===== src/rtl/dla_pkg.sv =====
// Shared definitions for the tile-load scheduler: FSM state encoding and
// transfer-parameter field widths for the ifmap and weight engines.
package dla_pkg;

  localparam int IFM_ADDR_W = 16;
  localparam int IFM_BIG_W  = 8;
  localparam int IFM_LEN_W  = 6;
  localparam int IFM_HGT_W  = 6;

  localparam int WGT_ADDR_W = 8;
  localparam int WGT_BIG_W  = 8;
  localparam int WGT_LEN_W  = 6;
  localparam int WGT_HGT_W  = 6;

  localparam int NUM_BANKS = 2;

  typedef enum logic [1:0] {
    ST_IDLE     = 2'd0,
    ST_WGT_XFER = 2'd1,
    ST_IFM_XFER = 2'd2,
    ST_DONE     = 2'd3
  } sched_state_t;

  typedef struct packed {
    logic [IFM_ADDR_W-1:0] base_addr;
    logic [IFM_BIG_W-1:0]  big_length;
    logic [IFM_LEN_W-1:0]  length;
    logic [IFM_HGT_W-1:0]  height;
  } ifm_param_t;

  typedef struct packed {
    logic [WGT_ADDR_W-1:0] base_addr;
    logic [WGT_BIG_W-1:0]  big_length;
    logic [WGT_LEN_W-1:0]  length;
    logic [WGT_HGT_W-1:0]  height;
  } wgt_param_t;

endpackage


===== src/rtl/tile_bank_tracker.sv =====
// Occupancy tracker for the two local ifmap banks: the write pointer and
// the per-bank full flags, set by a completed tile and cleared by the consumer.
module tile_bank_tracker
  import dla_pkg::*;
(
  input  logic                 clock,
  input  logic                 rst_n,
  input  logic                 done_set,
  input  logic                 rel_en,
  input  logic                 rel_bank,
  output logic [NUM_BANKS-1:0] bank_full,
  output logic                 wr_bank
);

  logic [NUM_BANKS-1:0] full_next;

  // Clear is applied before set so a same-bank collision leaves the bank full.
  always_comb begin
    full_next = bank_full;
    if (rel_en) begin
      full_next[rel_bank] = 1'b0;
    end
    if (done_set) begin
      full_next[wr_bank] = 1'b1;
    end
  end

  always_ff @(posedge clock or negedge rst_n) begin
    if (!rst_n) begin
      bank_full <= '0;
      wr_bank   <= 1'b0;
    end else begin
      bank_full <= full_next;
      if (done_set) begin
        wr_bank <= ~wr_bank;
      end
    end
  end

endmodule


===== src/rtl/tile_load_sched.sv =====
// Tile-load scheduler: accepts a load command, sequences the optional weight
// transfer and the ifmap transfer, then publishes the filled bank to the consumer.
module tile_load_sched
  import dla_pkg::*;
(
  input  logic                  clock,
  input  logic                  rst_n,

  input  logic                  cmd_valid,
  output logic                  cmd_ready,
  input  logic                  cmd_wgt_load,
  input  logic [IFM_ADDR_W-1:0] cmd_ifm_base_addr,
  input  logic [IFM_BIG_W-1:0]  cmd_ifm_big_length,
  input  logic [IFM_LEN_W-1:0]  cmd_ifm_length,
  input  logic [IFM_HGT_W-1:0]  cmd_ifm_height,
  input  logic [WGT_ADDR_W-1:0] cmd_wgt_base_addr,
  input  logic [WGT_BIG_W-1:0]  cmd_wgt_big_length,
  input  logic [WGT_LEN_W-1:0]  cmd_wgt_length,
  input  logic [WGT_HGT_W-1:0]  cmd_wgt_height,

  output logic                  ifm_trans_start,
  input  logic                  ifm_trans_end,
  output logic [IFM_ADDR_W-1:0] ifm_base_addr,
  output logic [IFM_BIG_W-1:0]  ifm_big_length,
  output logic [IFM_LEN_W-1:0]  ifm_length,
  output logic [IFM_HGT_W-1:0]  ifm_height,

  output logic                  wgt_trans_start,
  input  logic                  wgt_trans_end,
  output logic [WGT_ADDR_W-1:0] wgt_base_addr,
  output logic [WGT_BIG_W-1:0]  wgt_big_length,
  output logic [WGT_LEN_W-1:0]  wgt_length,
  output logic [WGT_HGT_W-1:0]  wgt_height,

  input  logic                  buf_release,
  input  logic                  buf_release_bank,

  output logic                  tile_ready,
  output logic                  tile_bank,
  output logic [NUM_BANKS-1:0]  bank_full,
  output logic                  busy
);

  sched_state_t state;
  sched_state_t state_next;
  logic         first_cycle;
  logic         accept;
  logic         wr_bank;
  ifm_param_t   ifm_q;
  wgt_param_t   wgt_q;

  assign cmd_ready = (state == ST_IDLE) && !bank_full[wr_bank];
  assign accept    = cmd_valid && cmd_ready;
  assign busy      = (state != ST_IDLE);
  assign tile_bank = wr_bank;

  // first_cycle marks the first cycle spent in a newly entered state; the
  // start pulses key off it so a same-cycle trans_end still sees its start.
  always_ff @(posedge clock or negedge rst_n) begin
    if (!rst_n) begin
      state       <= ST_IDLE;
      first_cycle <= 1'b0;
    end else begin
      state       <= state_next;
      first_cycle <= (state_next != state);
    end
  end

  always_comb begin
    state_next      = state;
    wgt_trans_start = 1'b0;
    ifm_trans_start = 1'b0;
    tile_ready      = 1'b0;
    case (state)
      ST_IDLE: begin
        if (accept) begin
          state_next = cmd_wgt_load ? ST_WGT_XFER : ST_IFM_XFER;
        end
      end
      ST_WGT_XFER: begin
        wgt_trans_start = first_cycle;
        if (wgt_trans_end) begin
          state_next = ST_IFM_XFER;
        end
      end
      ST_IFM_XFER: begin
        ifm_trans_start = first_cycle;
        if (ifm_trans_end) begin
          state_next = ST_DONE;
        end
      end
      ST_DONE: begin
        tile_ready = 1'b1;
        state_next = ST_IDLE;
      end
      default: begin
        state_next = ST_IDLE;
      end
    endcase
  end

  always_ff @(posedge clock or negedge rst_n) begin
    if (!rst_n) begin
      ifm_q <= '0;
      wgt_q <= '0;
    end else if (accept) begin
      ifm_q <= '{base_addr:  cmd_ifm_base_addr,
                 big_length: cmd_ifm_big_length,
                 length:     cmd_ifm_length,
                 height:     cmd_ifm_height};
      wgt_q <= '{base_addr:  cmd_wgt_base_addr,
                 big_length: cmd_wgt_big_length,
                 length:     cmd_wgt_length,
                 height:     cmd_wgt_height};
    end
  end

  assign ifm_base_addr  = ifm_q.base_addr;
  assign ifm_big_length = ifm_q.big_length;
  assign ifm_length     = ifm_q.length;
  assign ifm_height     = ifm_q.height;
  assign wgt_base_addr  = wgt_q.base_addr;
  assign wgt_big_length = wgt_q.big_length;
  assign wgt_length     = wgt_q.length;
  assign wgt_height     = wgt_q.height;

  tile_bank_tracker u_tracker (
    .clock     (clock),
    .rst_n     (rst_n),
    .done_set  (tile_ready),
    .rel_en    (buf_release),
    .rel_bank  (buf_release_bank),
    .bank_full (bank_full),
    .wr_bank   (wr_bank)
  );

endmodule


===== config.mk =====
export PLATFORM = sky130hd
export DESIGN_NAME = tile_load_sched
export DESIGN_NICKNAME = d
export VERILOG_FILES = /design/src/rtl/dla_pkg.sv /design/src/rtl/tile_bank_tracker.sv /design/src/rtl/tile_load_sched.sv
export SDC_FILE = /design/constraint.sdc
export NUM_CORES = 1
export LEC_CHECK = 0
export CAP_MARGIN = 20
export CORE_UTILIZATION = 40
export CTS_CLUSTER_SIZE = 40
export DETAILED_ROUTE_END_ITERATION = 8
export PLACE_DENSITY = 0.82
export SETUP_SLACK_MARGIN = 0.1
export SLEW_MARGIN = 25
export SYNTH_ARGS = -nofsm -noshare
export SYNTH_HDL_FRONTEND = slang
export SYNTH_SLANG_ARGS = --single-unit

===== constraint.sdc =====
create_clock -name clock -period 1.7 [get_ports clock]
set_input_delay 0.255 -clock clock [delete_from_list [all_inputs] [get_ports clock]]
set_output_delay 0.255 -clock clock [all_outputs]
set_load 0.02 [all_outputs]

==> out/summary.txt, run 1 <==
Status - finished, final reports clean
Clock-pin slew on the worst setup and hold paths - 0.08 ns
# resized after CTS - 28
Count leader, synth - dfrtp_1
Yosys cell count - 167
M1 GR Usage - 24.4%
Pre-CTS WS - 0.0335 ns
Clk latency late pin - 0.34 ns
# Post-CTS Setup Buffers - 11
Tap Cells - 96
Total combinational power - 5.80 mW
Clock-cell share of area - 3.72%
Yosys stat area - 2940 µm²
Initial antenna violation count - 0
Synth Flop Type - dfrtp_1
Internal - 6.53 mW
CP dominant cell by count - buf_4
Post-Synth Simple-Gate Area - 2.51%
Worst path required time - 1.92 ns
Max capacitance violation total - 0
Worst Path Max Fanout - 7
Floorplan utilization - 42.3%
Power density over the cells - 2020 nW/µm²
Clock Power - 1.23 mW
Min Tclk post-route - 1.65 ns
Clock power frac - 12.2%
Net switching power - 3.50 mW
RSZ-0062 raised after global routing - yes
Worst-margin pin slew - 0.414 ns
CTS tree - yes
Post-CTS Hold Fix Bufs - 1
CTS Buffer Depth - 2
Comb pwr share - 57.8%
Mapped Nets - 239
Relative slew slack - 72.0%
Setup total negative slack - 0 ns
Finished Cell Area - 4970 µm²
Critical path, cell by cell - mux2i_2 -> buf_4 -> nand3_4 -> buf_4 -> buf_4 -> mux2_4
Routed Antenna Nets - 0
Adder share - 0%
HP Class - input pin to async pin
Worst Path Class, Setup - flip-flop to flip-flop
Ratio of cells with drive above 1 in the final layout - 33.8%
Largest cell class by area - buffers
Number of non-clock inverters - 5
Critical-path top delay cell - dfrtp_2
Metal3 WL - 436 µm
Global routing usage on met3 - 4.15%
Post-synth cell types - 21
Die W - 87.7 µm
Largest net degree at the start of global routing - 71
First-pass GRT wire length - 10.8 mm
Compound Share, Synth - 1.88%
Initial DRC count - 48
Crit path from - u_tracker.wr_bank
Worst-case reg-to-reg path depth - 6
Total global routing overflow - 0
Async S/R FF share, synth - 100%
Core Region - 6940 µm²
Pwr top - combinational logic
Crit path DAT - 1.87 ns
Drt first pass iters - 4
Post-DP HPWL - 4.65 mm
Fmax - 0.608 GHz
Met1 Wirelength - 3.04 mm
Vias in the first global route - 2,147
M2 GR Usage - 29.8%
Fill count - 463
Reg2Reg Capture Point - wgt_base_addr[6]
# H-tree levels - 3
Total power - 10.0 mW
Pleak - 2.59 nW
Final Hold Viols - 0
Sequential share of power - 30.0%
DP Area - 4530 µm²
Cells after DPL - 410
Post-route DRC - 0
Layout net count - 413
Mapped Area - 2940 µm²
Max-slew violations - 0
Buffers outside the clock class - 169
Root Buffer - clkbuf_8
Worst IR Drop VDD - 1.15 mV
Clk_skew - 0.0123 ns
Post-synth area hogs - dfrtp_1 (60%), mux2_4 (31%), buf_6 (2.3%)
Rows - 30
Per-cell routed wire length - 15.8 µm
Routability cong. - 0.693
Syn avg cell area - 17.6 µm²
Crit path capture type - flip-flop
run 1: worst max-delay path: cells and delay by family (launching register included):
| kind | cells | cell delay, ns |
|---|---|---|
| simple gates | 1 | 0.13 |
| buf+inv | 3 | 0.49 |
| mux | 2 | 0.49 |
| flops | 1 | 0.42 |
run 1: sequential cells by signal (all words and copies together), names as in the netlist, 2 cells and up:
| name | flops |
|---|---|
| ifm_base_addr | 16 |
| ifm_big_length | 8 |
| ifm_height | 6 |
| ifm_length | 6 |
| state | 2 |
| u_tracker.bank_full | 2 |
| wgt_base_addr | 8 |
| wgt_big_length | 8 |
| wgt_height | 6 |
| wgt_length | 6 |
run 1: cells by family after synthesis:
group | Yosys count
flops | 70
simple gates | 12
mux | 65
xor+xnor | 1
buf+inv | 11
compound gates | 8
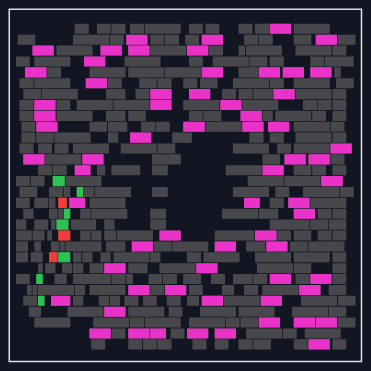
**Above:** run 1 (gate-type map).
(4 px per µm)
[magenta] multiplexers | cells: 65 | where: widely spread
[green] inverting AOI/OAI gates | cells: 7
[red] AND and OR gates | cells: 3
non-filler cells, final: 442
most frequent logic cell in the layout: clkdlybuf4s50_1
Comb area share: 22.2%

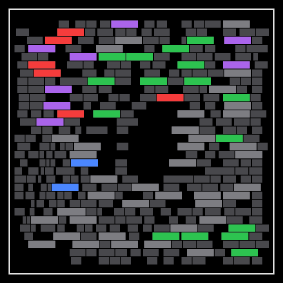
**Above:** run 1 (sequential cells colored by netlist name).
(3 px per µm)
[purple] ifm_big_length | flops: 8
[red] ifm_length | flops: 6 | where: north-west
[green] ifm_base_addr | flops: 16
[blue] state | flops: 2
P_seq: 3.00 mW
Final Util: 71.6%
register area: 1750 µm²

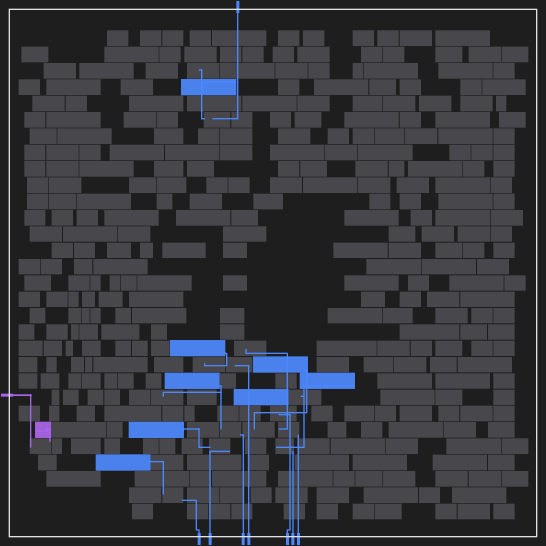
**Above:** run 1 (wires at chosen ports, followed through buffers).
(6 px per µm)
[blue] wgt_base_addr | bits: 8 | direction: output | end cells: 8 | buffers: 8 | wire: 266 µm
[purple] buf_release | bits: 1 | direction: input | end cells: 2 | buffers: 1 | wire: 16.8 µm
Port Buf Inserts: 143
Ports: 144

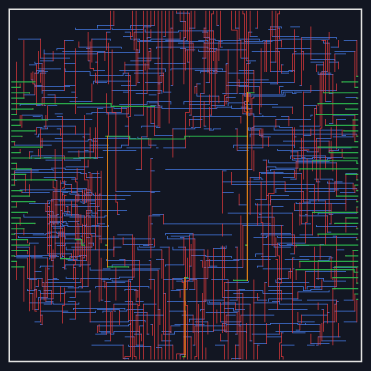
**Above:** run 1 (metal layers overlaid).
(4 px per µm)
[blue] met1 | wire length: 3,040 µm
[orange] met4 | wire length: 99.3 µm
[red] met2 | wire length: 3,410 µm
[green] met3 | wire length: 437 µm
Total Routed Length: 6.99 mm
gr usage total: 18.6%
total number of vias: 2,034

==> inputs of run 2 (changes only) <==
--- a/config.mk
+++ b/config.mk
@@ -15,3 +15,4 @@
 export SYNTH_ARGS = -nofsm -noshare
 export SYNTH_HDL_FRONTEND = slang
 export SYNTH_SLANG_ARGS = --single-unit
+export TNS_END_PERCENT = 50
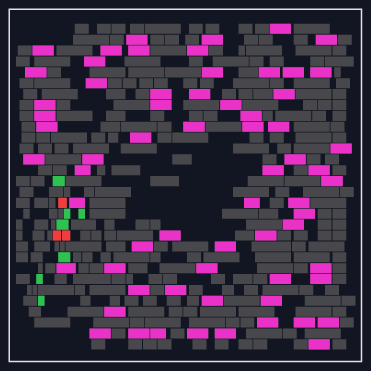
**Above:** run 2 (gate-type map).
(4 px per µm)
[magenta] multiplexers | cells: 65 | where: widely spread
[green] inverting AOI/OAI gates | cells: 7 | where: west
[red] AND and OR gates | cells: 3
non-filler cells, final: 437
Comb area share: 22.9%

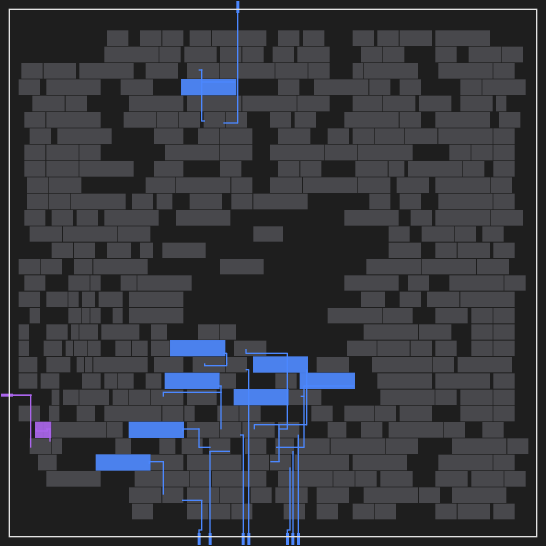
**Above:** run 2 (wires at chosen ports, followed through buffers).
(6 px per µm)
[purple] buf_release | bits: 1 | direction: input | end cells: 2 | buffers: 1 | wire: 16.8 µm
[blue] wgt_base_addr | bits: 8 | direction: output | end cells: 8 | buffers: 8 | wire: 260 µm

==> run 2 against run 1 <==
Clock skew hardly changed. Worst setup slack better by 0.035 ns. Final area decreased by 2.7%. Fmax is 2.2% higher. Via count is 1.7% lower.
==> out/summary.txt, run 2 <==
Initial DRC count - 61 (was 48)
Clock power frac - 12.4% (was 12.2%)
Max capacitance violation total - 0 (unchanged)
Initial antenna violation count - 0 (unchanged)
DP Area - 4530 µm² (unchanged)
First-pass GRT wire length - 10.5 mm (was 10.8 mm)
Layout net count - 408 (was 413)
Final Hold Viols - 0 (unchanged)
Register area - 1750 µm² (unchanged)
Max reg flops - 16 (unchanged)
Worst Path Max Fanout - 13 (was 7)
Total Routed Length - 6.83 mm (was 6.99 mm)
Pleak - 2.28 nW (was 2.59 nW)
Delay-heaviest family, CP - multiplexers (unchanged)
Per-cell routed wire length - 15.6 µm (was 15.8 µm)
Root Buffer - clkbuf_8 (unchanged)
Critical path depth in cells - 5 (was 6)
Most frequent logic cell in the layout - clkdlybuf4s50_1 (unchanged)
Status - finished, final reports clean (unchanged)
Crit path DAT - 1.83 ns (was 1.87 ns)
Buffers outside the clock class - 163 (was 169)
Crit path from - u_tracker.wr_bank (unchanged)
Reg2Reg Capture Point - ifm_length[1] (was wgt_base_addr[6])
Mapped Nets - 239 (unchanged)
Count leader, synth - dfrtp_1 (unchanged)
Pwr top - combinational logic (unchanged)
Total power - 9.93 mW (was 10.0 mW)
HP Class - input pin to async pin (unchanged)
Clock-pin slew on the worst setup and hold paths - 0.08 ns (about the same)
Critical path, cell by cell - mux2i_2 -> buf_4 -> nand3_4 -> clkbuf_16 -> mux2_4 (was mux2i_2 -> buf_4 -> nand3_4 -> buf_4 -> buf_4 -> mux2_4)
Yosys cell count - 167 (unchanged)
Gr usage total - 18.1% (was 18.6%)
Async S/R FF share, synth - 100% (unchanged)
Clock-cell share of area - 3.83% (was 3.72%)
Drt first pass iters - 4 (unchanged)
Min Tclk post-route - 1.61 ns (was 1.65 ns)
Number of non-clock inverters - 5 (unchanged)
Finished Cell Area - 4840 µm² (was 4970 µm²)
Relative slew slack - 73.8% (was 72.0%)
Ports - 144 (unchanged)
Ratio of cells with drive above 1 in the final layout - 32.0% (was 33.8%)
Worst path required time - 1.92 ns (about the same)
Clock Power - 1.23 mW (about the same)
RSZ-0062 raised after global routing - yes (unchanged)
CTS tree - yes (unchanged)
Post-route DRC - 0 (unchanged)
Adder share - 0% (unchanged)
Critical-path top delay cell - dfrtp_2 (unchanged)
Routed Antenna Nets - 0 (unchanged)
Routability cong. - 0.693 (unchanged)
Clk_skew - 0.0120 ns (was 0.0123 ns)
Clk latency late pin - 0.34 ns (about the same)
Internal - 6.46 mW (was 6.53 mW)
Post-synth area hogs - dfrtp_1 (60%), mux2_4 (31%), buf_6 (2.3%) (unchanged)
CTS Buffer Depth - 2 (unchanged)
Post-Synth Simple-Gate Area - 2.51% (unchanged)
# H-tree levels - 3 (unchanged)
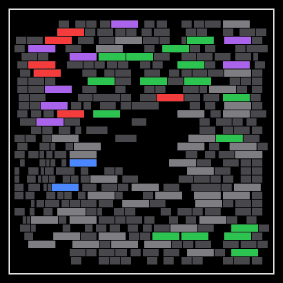
**Above:** run 2 (sequential cells colored by netlist name).
(3 px per µm)
[green] ifm_base_addr | flops: 16
[blue] state | flops: 2
[red] ifm_length | flops: 6 | where: north-west
[purple] ifm_big_length | flops: 8
not colored: 38
P_seq: 3.02 mW
Final Util: 69.7%
Seq area share: 36.2%

[run 2: cell count changes in the layout (fill, tap and decap cells not counted), sizes merged]
| cell | before | now |
|---|---|---|
| clkdlybuf4s50 | 103 | 132 |
| dlymetal6s2s | 29 | 0 |
| buf | 29 | 20 |
| clkbuf | 12 | 14 |
| clkdlybuf4s15 | 0 | 1 |
| nand3 | 3 | 4 |
[run 2: per-layer routing]
layer	vias up	GRT usage [%]	part of all wire, %
met5	-	0	0
met4	0	8.05	1.6
met3	12	4.15	6.5
met2	93	28.0	48
met1	967	24.5	44
li1	927	-	-
[run 2: timing repair]
item | in CTS | in global routing
hold endpoints to repair | 70 | 0
setup buffers | 3 | 3
hold buffers | 1 | 0
setup endpoints to repair | 62 | 92
gates cloned | 1 | 3
resized | 20 | 2
pin swaps | 0 | 1
==> inputs of run 3 (changes only) <==
--- a/config.mk
+++ b/config.mk
@@ -7,10 +7,9 @@
 export LEC_CHECK = 0
 export CAP_MARGIN = 20
 export CORE_UTILIZATION = 40
-export CTS_CLUSTER_SIZE = 40
+export CTS_CLUSTER_SIZE = 16
 export DETAILED_ROUTE_END_ITERATION = 8
-export PLACE_DENSITY = 0.82
-export SETUP_SLACK_MARGIN = 0.1
+export PLACE_DENSITY_LB_ADDON = 0.08
 export SLEW_MARGIN = 25
 export SYNTH_ARGS = -nofsm -noshare
 export SYNTH_HDL_FRONTEND = slang
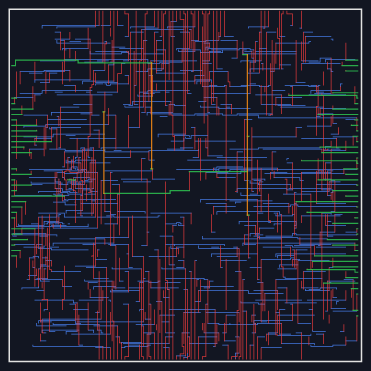
**Above:** run 3 (metal layers overlaid).
(4 px per µm)
[orange] met4 | wire length: 87.0 µm
[green] met3 | wire length: 395 µm
[blue] met1 | wire length: 2,940 µm
[red] met2 | wire length: 3,000 µm
total number of vias: 1,933
per-cell routed wire length: 15.1 µm

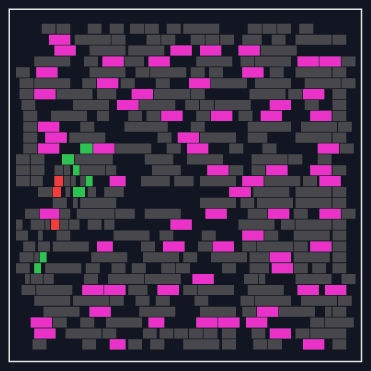
**Above:** run 3 (gate-type map).
(4 px per µm)
[green] inverting AOI/OAI gates | cells: 7 | where: west
[magenta] multiplexers | cells: 65 | where: widely spread
[red] AND and OR gates | cells: 3
non-filler cells, final: 425
Comb area share: 23.1%

==> run 3 against run 2 <==
Fmax shrank 0.96%. Highest routed layer unchanged. Critical path depth down 1. Largest cell class unchanged. Synthesized cell count unchanged.
==> out/summary.txt, run 3 <==
M1 GR Usage - 23.2% (was 24.5%)
Power density over the cells - 2090 nW/µm² (was 2050 nW/µm²)
Tap Cells - 96 (unchanged)
Status - finished, final reports clean (unchanged)
Async S/R FF share, synth - 100% (unchanged)
Total Routed Length - 6.42 mm (was 6.83 mm)
Seq area share - 36.8% (was 36.2%)
Syn avg cell area - 17.6 µm² (unchanged)
Post-route DRC - 0 (unchanged)
Initial DRC count - 35 (was 61)
Gr usage total - 17.3% (was 18.1%)
Largest net degree at the start of global routing - 71 (unchanged)
Delay-heaviest family, CP - buffers and inverters (was multiplexers)
Critical path depth in cells - 4 (was 5)
Largest cell class by area - registers (unchanged)
Drt first pass iters - 4 (unchanged)
# resized after CTS - 8 (was 20)
Vias in the first global route - 1,940 (was 2,054)
Mapped Area - 2940 µm² (unchanged)
Routed Antenna Nets - 0 (unchanged)
Worst-margin pin slew - 0.375 ns (was 0.388 ns)
Post-DP HPWL - 4.55 mm (was 4.65 mm)
Crit path from - state[1] (was u_tracker.wr_bank)
First-pass GRT wire length - 9.94 mm (was 10.5 mm)
Crit path DAT - 1.37 ns (was 1.83 ns)
Compound Share, Synth - 1.88% (unchanged)
Critical-path top delay cell - dfrtp_2 (unchanged)
Min Tclk post-route - 1.63 ns (was 1.61 ns)
Metal3 WL - 394 µm (was 443 µm)
Worst Path Class, Setup - flip-flop to output pin (was flip-flop to flip-flop)
HP Class - input pin to async pin (unchanged)
DP Area - 4520 µm² (was 4530 µm²)
Max reg flops - 16 (unchanged)
RSZ-0062 raised after global routing - yes (unchanged)
Post-Synth Simple-Gate Area - 2.51% (unchanged)
M2 GR Usage - 27.2% (was 28.0%)
Synth Flop Type - dfrtp_1 (unchanged)
Initial antenna violation count - 0 (unchanged)
Fill count - 511 (was 483)
Reg2Reg Capture Point - ifm_base_addr[7] (was ifm_length[1])
Core Region - 6940 µm² (unchanged)
Worst path required time - 1.44 ns (was 1.92 ns)
Crit path capture type - output pin (was flip-flop)
Buffers outside the clock class - 152 (was 163)
DR WL met2 - 3.00 mm (was 3.25 mm)
Clk_skew - 0.00786 ns (was 0.0120 ns)
Worst Path Max Fanout - 7 (was 13)
Ports - 144 (unchanged)
Global routing usage on met3 - 3.77% (was 4.15%)
Die W - 87.7 µm (unchanged)
Clock-pin slew on the worst setup and hold paths - 0.08 ns (about the same)
Relative slew slack - 75.0% (was 73.8%)
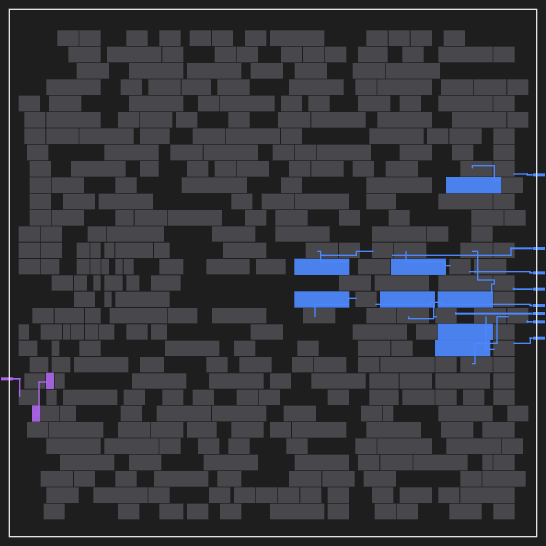
**Above:** run 3 (wires at chosen ports, followed through buffers).
(6 px per µm)
[purple] buf_release | bits: 1 | direction: input | end cells: 2 | buffers: 1 | wire: 11.4 µm
[blue] wgt_base_addr | bits: 8 | direction: output | end cells: 8 | buffers: 8 | wire: 168 µm

[run 3: where the power goes]
part           total, mW  internal [mW]  switching (mW)
sequential          3.05           2.54           0.514
clock               1.52          0.906           0.612
combinational       5.38           3.15            2.22
total               9.95           6.60            3.35
[run 3: worst min path at each step]
stage	start	endpoint	cells after the start
2_1_floorplan	rst_n	first_cycle	0
3_3_place_gp	rst_n	ifm_base_addr[13]	2
3_5_place_dp	rst_n	ifm_base_addr[13]	2
4_1_cts	rst_n	ifm_base_addr[13]	3
5_1_grt	rst_n	ifm_base_addr[13]	3
6_report	rst_n	ifm_base_addr[13]	3
[run 3: cell families (layout without fill, tap and decap cells)]
logic type,after synthesis,count (layout)
DFF,70,70
muxes,65,65
and+or+nand+nor,12,12
buffers and inverters,11,173
AOI/OAI and AO/OA,8,8
xor gates and xnor gates,1,1
Power and IR drop assume default switching activity.
